**Gate-type map**

The bar under the picture is 50 µm long.
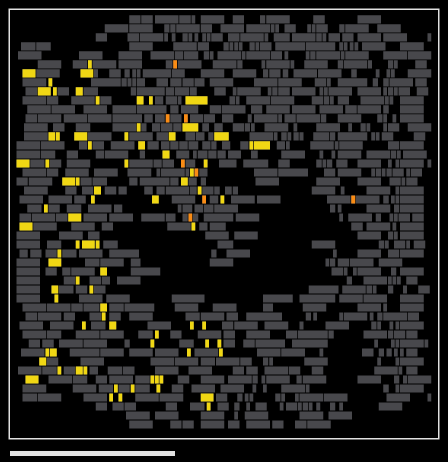
**Cell placement**

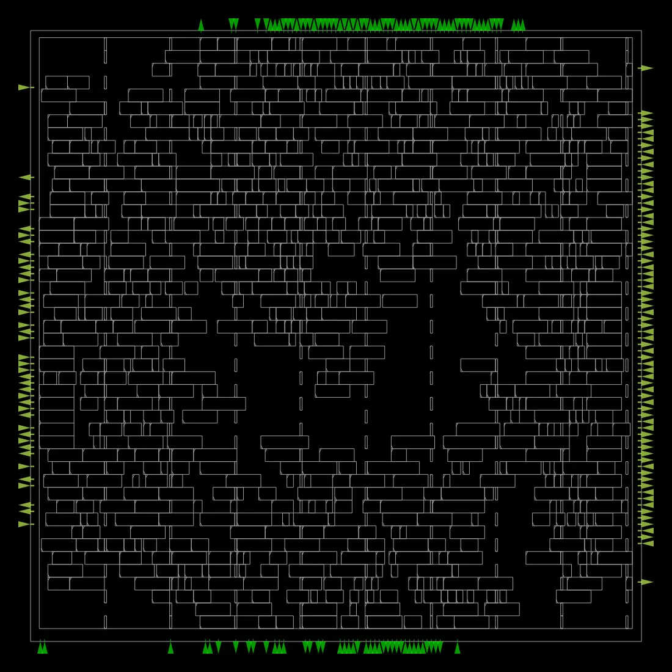
File: config.mk
export PLATFORM = sky130hd
export DESIGN_NAME = picorv32_wstrb_splitter
export DESIGN_NICKNAME = d
export VERILOG_FILES = /design/src/rtl/riscv_ahb_pkg.sv /design/src/rtl/picorv32_strb_chunk.sv /design/src/rtl/picorv32_wstrb_splitter.sv
export SDC_FILE = /design/constraint.sdc
export NUM_CORES = 1
export LEC_CHECK = 0
export CORE_MARGIN = 1.5
export CORE_UTILIZATION = 33
export DETAILED_ROUTE_END_ITERATION = 8
export HOLD_SLACK_MARGIN = 0.15
export PLACE_DENSITY = 0.66
export SYNTH_ARGS = -nofsm -noshare
export SYNTH_HDL_FRONTEND = slang
export SYNTH_SLANG_ARGS = --single-unit
File: constraint.sdc
create_clock -name clk_i -period 1.58 [get_ports clk_i]
set_input_delay 0.316 -clock clk_i [delete_from_list [all_inputs] [get_ports clk_i]]
set_output_delay 0.316 -clock clk_i [all_outputs]
set_load 0.1 [all_outputs]
File: src/rtl/riscv_ahb_pkg.sv
// Shared definitions for the PicoRV32 -> AHB single-transfer path.
// Contents: HSIZE encodings, default HPROT values, splitter FSM state type.
// Pure package, no logic.
package riscv_ahb_pkg;

    localparam logic [2:0] HSIZE_BYTE = 3'b000;
    localparam logic [2:0] HSIZE_HALF = 3'b001;
    localparam logic [2:0] HSIZE_WORD = 3'b010;

    localparam logic [3:0] PROT_INSTR_DEF = 4'b0000;
    localparam logic [3:0] PROT_DATA_DEF  = 4'b0001;

    typedef enum logic [1:0] {
        ST_IDLE  = 2'd0,
        ST_ISSUE = 2'd1,
        ST_WAIT  = 2'd2,
        ST_DONE  = 2'd3
    } split_state_e;

endpackage

File: src/rtl/picorv32_strb_chunk.sv
// Picks the next AHB-legal transfer out of a remaining byte-lane mask.
// Ports: mask_i (lanes still to do) -> offset_o (byte offset), size_o (HSIZE),
//        consumed_o (lanes this transfer covers). Purely combinational.
module picorv32_strb_chunk
    import riscv_ahb_pkg::*;
#(
    parameter bit COALESCE_HALF = 1'b1
) (
    input  logic [3:0] mask_i,
    output logic [1:0] offset_o,
    output logic [2:0] size_o,
    output logic [3:0] consumed_o
);

    always_comb begin
        offset_o   = 2'd0;
        size_o     = HSIZE_BYTE;
        consumed_o = 4'b0000;
        if (mask_i == 4'b1111) begin
            size_o     = HSIZE_WORD;
            consumed_o = 4'b1111;
        end else if (COALESCE_HALF && mask_i[1:0] == 2'b11) begin
            size_o     = HSIZE_HALF;
            consumed_o = 4'b0011;
        end else if (COALESCE_HALF && mask_i[1:0] == 2'b00 && mask_i[3:2] == 2'b11) begin
            // Upper halfword only once the lower lanes are finished, keeping address order ascending.
            offset_o   = 2'd2;
            size_o     = HSIZE_HALF;
            consumed_o = 4'b1100;
        end else if (mask_i[0]) begin
            consumed_o = 4'b0001;
        end else if (mask_i[1]) begin
            offset_o   = 2'd1;
            consumed_o = 4'b0010;
        end else if (mask_i[2]) begin
            offset_o   = 2'd2;
            consumed_o = 4'b0100;
        end else if (mask_i[3]) begin
            offset_o   = 2'd3;
            consumed_o = 4'b1000;
        end
    end

endmodule

File: src/rtl/picorv32_wstrb_splitter.sv
// Splits a PicoRV32 native request into AHB-legal single transfers, one outstanding.
// Ports: clk_i/reset_i; mem_* CPU side (mem_ready_o one-cycle pulse); req_* transfer
//        request (held stable until req_ready_i); resp_* per-transfer completion; err_sticky_o.
module picorv32_wstrb_splitter
    import riscv_ahb_pkg::*;
#(
    parameter bit         COALESCE_HALF = 1'b1,
    parameter logic [3:0] PROT_INSTR    = PROT_INSTR_DEF,
    parameter logic [3:0] PROT_DATA     = PROT_DATA_DEF
) (
    input  logic        clk_i,
    input  logic        reset_i,
    input  logic        mem_valid_i,
    input  logic        mem_instr_i,
    input  logic [31:0] mem_addr_i,
    input  logic [31:0] mem_wdata_i,
    input  logic [3:0]  mem_wstrb_i,
    output logic        mem_ready_o,
    output logic [31:0] mem_rdata_o,
    output logic        req_valid_o,
    input  logic        req_ready_i,
    output logic        req_write_o,
    output logic [31:0] req_addr_o,
    output logic [2:0]  req_size_o,
    output logic [31:0] req_wdata_o,
    output logic [3:0]  req_prot_o,
    input  logic        resp_valid_i,
    input  logic [31:0] resp_rdata_i,
    input  logic        resp_err_i,
    output logic        err_sticky_o
);

    split_state_e state_q, state_d;
    logic [31:2]  base_q, base_d;
    logic [31:0]  wdata_q, wdata_d;
    logic         instr_q, instr_d;
    logic         write_q, write_d;
    logic [3:0]   mask_q, mask_d;
    logic [3:0]   consumed_q, consumed_d;
    logic [31:0]  req_addr_q, req_addr_d;
    logic [2:0]   req_size_q, req_size_d;
    logic [31:0]  rdata_q, rdata_d;
    logic         err_q, err_d;

    logic [1:0]   chunk_off;
    logic [2:0]   chunk_size;
    logic [3:0]   chunk_consumed;

    // Word address only; the byte offset comes from the strobes.
    logic unused_addr_lsb;
    assign unused_addr_lsb = ^mem_addr_i[1:0];

    // Evaluated on the next-state mask so the request fields are ready the cycle ISSUE starts.
    picorv32_strb_chunk #(
        .COALESCE_HALF (COALESCE_HALF)
    ) u_chunk (
        .mask_i     (mask_d),
        .offset_o   (chunk_off),
        .size_o     (chunk_size),
        .consumed_o (chunk_consumed)
    );

    always_comb begin
        state_d    = state_q;
        base_d     = base_q;
        wdata_d    = wdata_q;
        instr_d    = instr_q;
        write_d    = write_q;
        mask_d     = mask_q;
        rdata_d    = rdata_q;
        err_d      = err_q;
        unique case (state_q)
            ST_IDLE: begin
                // mem_ready is never high in IDLE, so the completing cycle cannot re-trigger.
                if (mem_valid_i) begin
                    base_d  = mem_addr_i[31:2];
                    wdata_d = mem_wdata_i;
                    instr_d = mem_instr_i;
                    write_d = (mem_wstrb_i != 4'b0000);
                    mask_d  = (mem_wstrb_i == 4'b0000) ? 4'b1111 : mem_wstrb_i;
                    state_d = ST_ISSUE;
                end
            end
            ST_ISSUE: begin
                if (req_ready_i) begin
                    state_d = ST_WAIT;
                end
            end
            ST_WAIT: begin
                if (resp_valid_i) begin
                    mask_d = mask_q & ~consumed_q;
                    if (!write_q) begin
                        rdata_d = resp_rdata_i;
                    end
                    if (resp_err_i) begin
                        err_d = 1'b1;
                    end
                    // CPU withdrew the request: finish quietly, no completion pulse.
                    if (!mem_valid_i) begin
                        state_d = ST_IDLE;
                    end else if (resp_err_i || mask_d == 4'b0000) begin
                        state_d = ST_DONE;
                    end else begin
                        state_d = ST_ISSUE;
                    end
                end
            end
            ST_DONE: begin
                state_d = ST_IDLE;
            end
            default: begin
                state_d = ST_IDLE;
            end
        endcase

        // Request fields are loaded on every cycle that ends in ISSUE; mask_d cannot
        // change while in ISSUE, so the outputs stay stable through backpressure.
        req_addr_d = req_addr_q;
        req_size_d = req_size_q;
        consumed_d = consumed_q;
        if (state_d == ST_ISSUE) begin
            req_addr_d = {base_d, chunk_off};
            req_size_d = chunk_size;
            consumed_d = chunk_consumed;
        end
    end

    always_ff @(posedge clk_i) begin
        if (reset_i) begin
            state_q    <= ST_IDLE;
            base_q     <= '0;
            wdata_q    <= '0;
            instr_q    <= 1'b0;
            write_q    <= 1'b0;
            mask_q     <= '0;
            consumed_q <= '0;
            req_addr_q <= '0;
            req_size_q <= '0;
            rdata_q    <= '0;
            err_q      <= 1'b0;
        end else begin
            state_q    <= state_d;
            base_q     <= base_d;
            wdata_q    <= wdata_d;
            instr_q    <= instr_d;
            write_q    <= write_d;
            mask_q     <= mask_d;
            consumed_q <= consumed_d;
            req_addr_q <= req_addr_d;
            req_size_q <= req_size_d;
            rdata_q    <= rdata_d;
            err_q      <= err_d;
        end
    end

    assign req_valid_o  = (state_q == ST_ISSUE);
    assign mem_ready_o  = (state_q == ST_DONE);
    assign mem_rdata_o  = rdata_q;
    assign req_write_o  = write_q;
    assign req_addr_o   = req_addr_q;
    assign req_size_o   = req_size_q;
    assign req_wdata_o  = wdata_q;
    assign req_prot_o   = instr_q ? PROT_INSTR : PROT_DATA;
    assign err_sticky_o = err_q;

endmodule
==> impl_metrics.yaml <==
# yosys + openroad results
global_route:
  grt_pass1_wl_um: 23270
  use_met2_pct: 30.35
  grt_overflow: 0
  grt_pass1_vias: 4802
  grt_max_degree: 34
  met1_usage_pct: 20.78
  grt.total_usage_pct: 17.98
  grt_antenna_before_repair: 0
  met3_usage_pct: 4.955
drt:
  finalWirelength_um: 14980
  drtIter0Drc: 215
  wl_per_cell_um: 14.51
  ant_nets: 0
  viasPerCell: 4.689
  maxUsedRoutingLayer: "met4"
  drc: 0
  wl_met3_um: 885
  first_pass_iters: 4
  met1_length_um: 6231
  wl_met2_um: 7473
  dr_total_vias: 4839
final_timing:
  hold-worst-slack_ns: 0.3426
  setup_ws_ns: -0.1604
  tns_ns: -4.849
  finalSetupViolations: 38
  slew_violations: 0
  grt_setup_unrepaired: "true"
  hold_viol_final: 0
  max_freq_ghz: 0.5746
  finalClockPeriodUsage_pct: 110.2
  layout_min_cycle_time_ns: 1.740
  skew_ns: 0.005395
synth:
  syn_inst: 580
  yosys_cells: 580
  ys_sh_xor_pct: 0
  yosys.area_share.adder_pct: 0
  synthTopCellsByCount: "dfxtp_1 (141), nand2_1 (135), a21oi_1 (71), nor2_1 (71), mux2i_1 (32)"
  ys_sh_aoi_pct: 17.08
  logic_family: "simple AND/OR/NAND/NOR gates"
  yosysTopAreaCell: "dfxtp_1"
  avgSynthCellArea_um2: 9.082
  topCellsByArea: "dfxtp_1 (54%), nand2_1 (9.6%), a211oi_2 (6.9%)"
  yosys.cell_count.top_type: "dfxtp_1"
  simple_gate_share_pct: 17.96
  ys.flop_type: "dfxtp_1"
  ys.flops: 141
  synthesis.area_um2: 5268
  edf_count: 0
  top_area_share_pct: 53.59
  ys_warn_count: 0
  mux_share_pct: 6.081
  yosysUniqueCellTypes: 39
  ys_area_um2: 5268
  ys_async_sr_fraction_pct: 0
  yosys.stat.seqShare_pct: 53.59
layout:
  regArea_um2: 2831
  syn_to_final_growth_pct: 83.66
  stdcell_area_um2: 9674
  drive_gt1_share_pct: 30.15
  antenna_cells: 0
  layout.nonclk_buf_share_pct: 37.00
  nNonClkInverters: 8
  nClkBuffers: 21
  fillers: 1274
  logic_area_um2: 2355
  dominant_cells: "buffers"
  clkCellAreaFrac_pct: 6.286
  fin_util_pct: 61.57
  buffers_excl_clock: 247
  sh_seq_area_pct: 29.27
  fin_nets: 911
  mostFrequentLayoutCells: "dfxtp_1 (138), nand2_1 (135), buf_12 (112)"
  logic_gate_count: 389
run:
  warning_count: 32
  cap_viol_max_count: 0
floorplanning:
  core_um2: 15710
  fp_util_pct: 33.52
  fp.dieH_um: 129.3
  die-area_um2: 16730
  die_w_um: 129.3
  boundaryPins: 214
outcome:
  status: "finished with violations"
  failed_checks: "negative setup slack"
worst_hold_path:
  hp-class: "in2reg"
  hp-start: "reset_i"
  whs_endpoint: "base_q[13]"
  min_path_cells: 2
worst_setup_path:
  start_kind: "register"
  reg2reg_to: "req_addr_o[1]"
  r2r_slack_ns: -0.16
  r2r_start: "mask_q[1]"
  critPathTopFamily: "AND-OR/OR-AND gates"
  cpMaxStageDelayCell: "a2111o_1"
  startpoint: "mask_q[1]"
  critical_path.endpoint_type: "register"
  setup.worst_path.end: "req_addr_o[1]"
  arrival_ns: 2.02
  worst-path-stages: 7
  critPathKind: "reg2reg"
  path_cells: "nor2b_1, a2111o_1, a41o_1, and2_4, buf_12, o211ai_1, a21oi_2"
  crit_required_ns: 1.86
  cp_num_buf_inv: 1
  crit_fanout: 13
  slowest_delay_ns: 0.38
  reg2regPathDepth: 7
placement:
  finalWeightedCongestion: 0.7922
  place_ws_ns: -0.5239
  place_area_um2: 8842
  placedCellCount: 995
  numPortBuffers: 207
  dp_hpwl_um: 10790
clock_tree:
  cts_max_level: 4
  path_clk_slew_ns: 0.06
  clock-sinks: 141
  clock_latency_ns: 0.41
  clockBufferDepth: 2
  cts_root_buf: "clkbuf_16"
  cts_tree: "built"
  cts_buffers: 17
  holdBufCountCts: 0
power_and_ir_drop:
  power_mw: 11.40
  power.leakage_nw: 3.724
  ir_drop_uv: 792.1
  powerDensity_nw_per_um2: 1179
-- 'gate-type map' (at the start) --
Yellow stands for NOR gates, cells 80. Orange stands for inverters, cells 8.
logic share of the area: 24.34%
most frequent logic cell in the layout: dfxtp_1
final cell count without fillers: 1032

-- 'cell placement' (at the start) --
site row count: 46
tap cells: 216
final sequential cell count: 141

[power breakdown]
group / total (mW) / leakage [nW] / internal [mW] / switching [mW]
clock: 4.06 / 0.295 / 2.60 / 1.47
combinational: 3.31 / 2.27 / 1.33 / 1.98
sequential: 4.04 / 1.16 / 3.80 / 0.237
total: 11.4 / 3.72 / 7.73 / 3.68
[cells by family after synthesis]
group                  count (synthesis)
AOI/OAI and AO/OA                    123
buffers and inverters                 54
DFF                                  141
muxes                                 32
other                                  1
and+or+nand+nor                      229
[timing repair]
| action | CTS | global route |
|---|---|---|
| setup buffers | 2 | 1 |
| pin swaps | 1 | 1 |
| gates resized | 16 | 20 |
| cloned | 2 | 1 |
| endpoints found under the setup margin | 98 | 78 |
Power figures rest on the tool's default switching activity, not on a simulated workload.
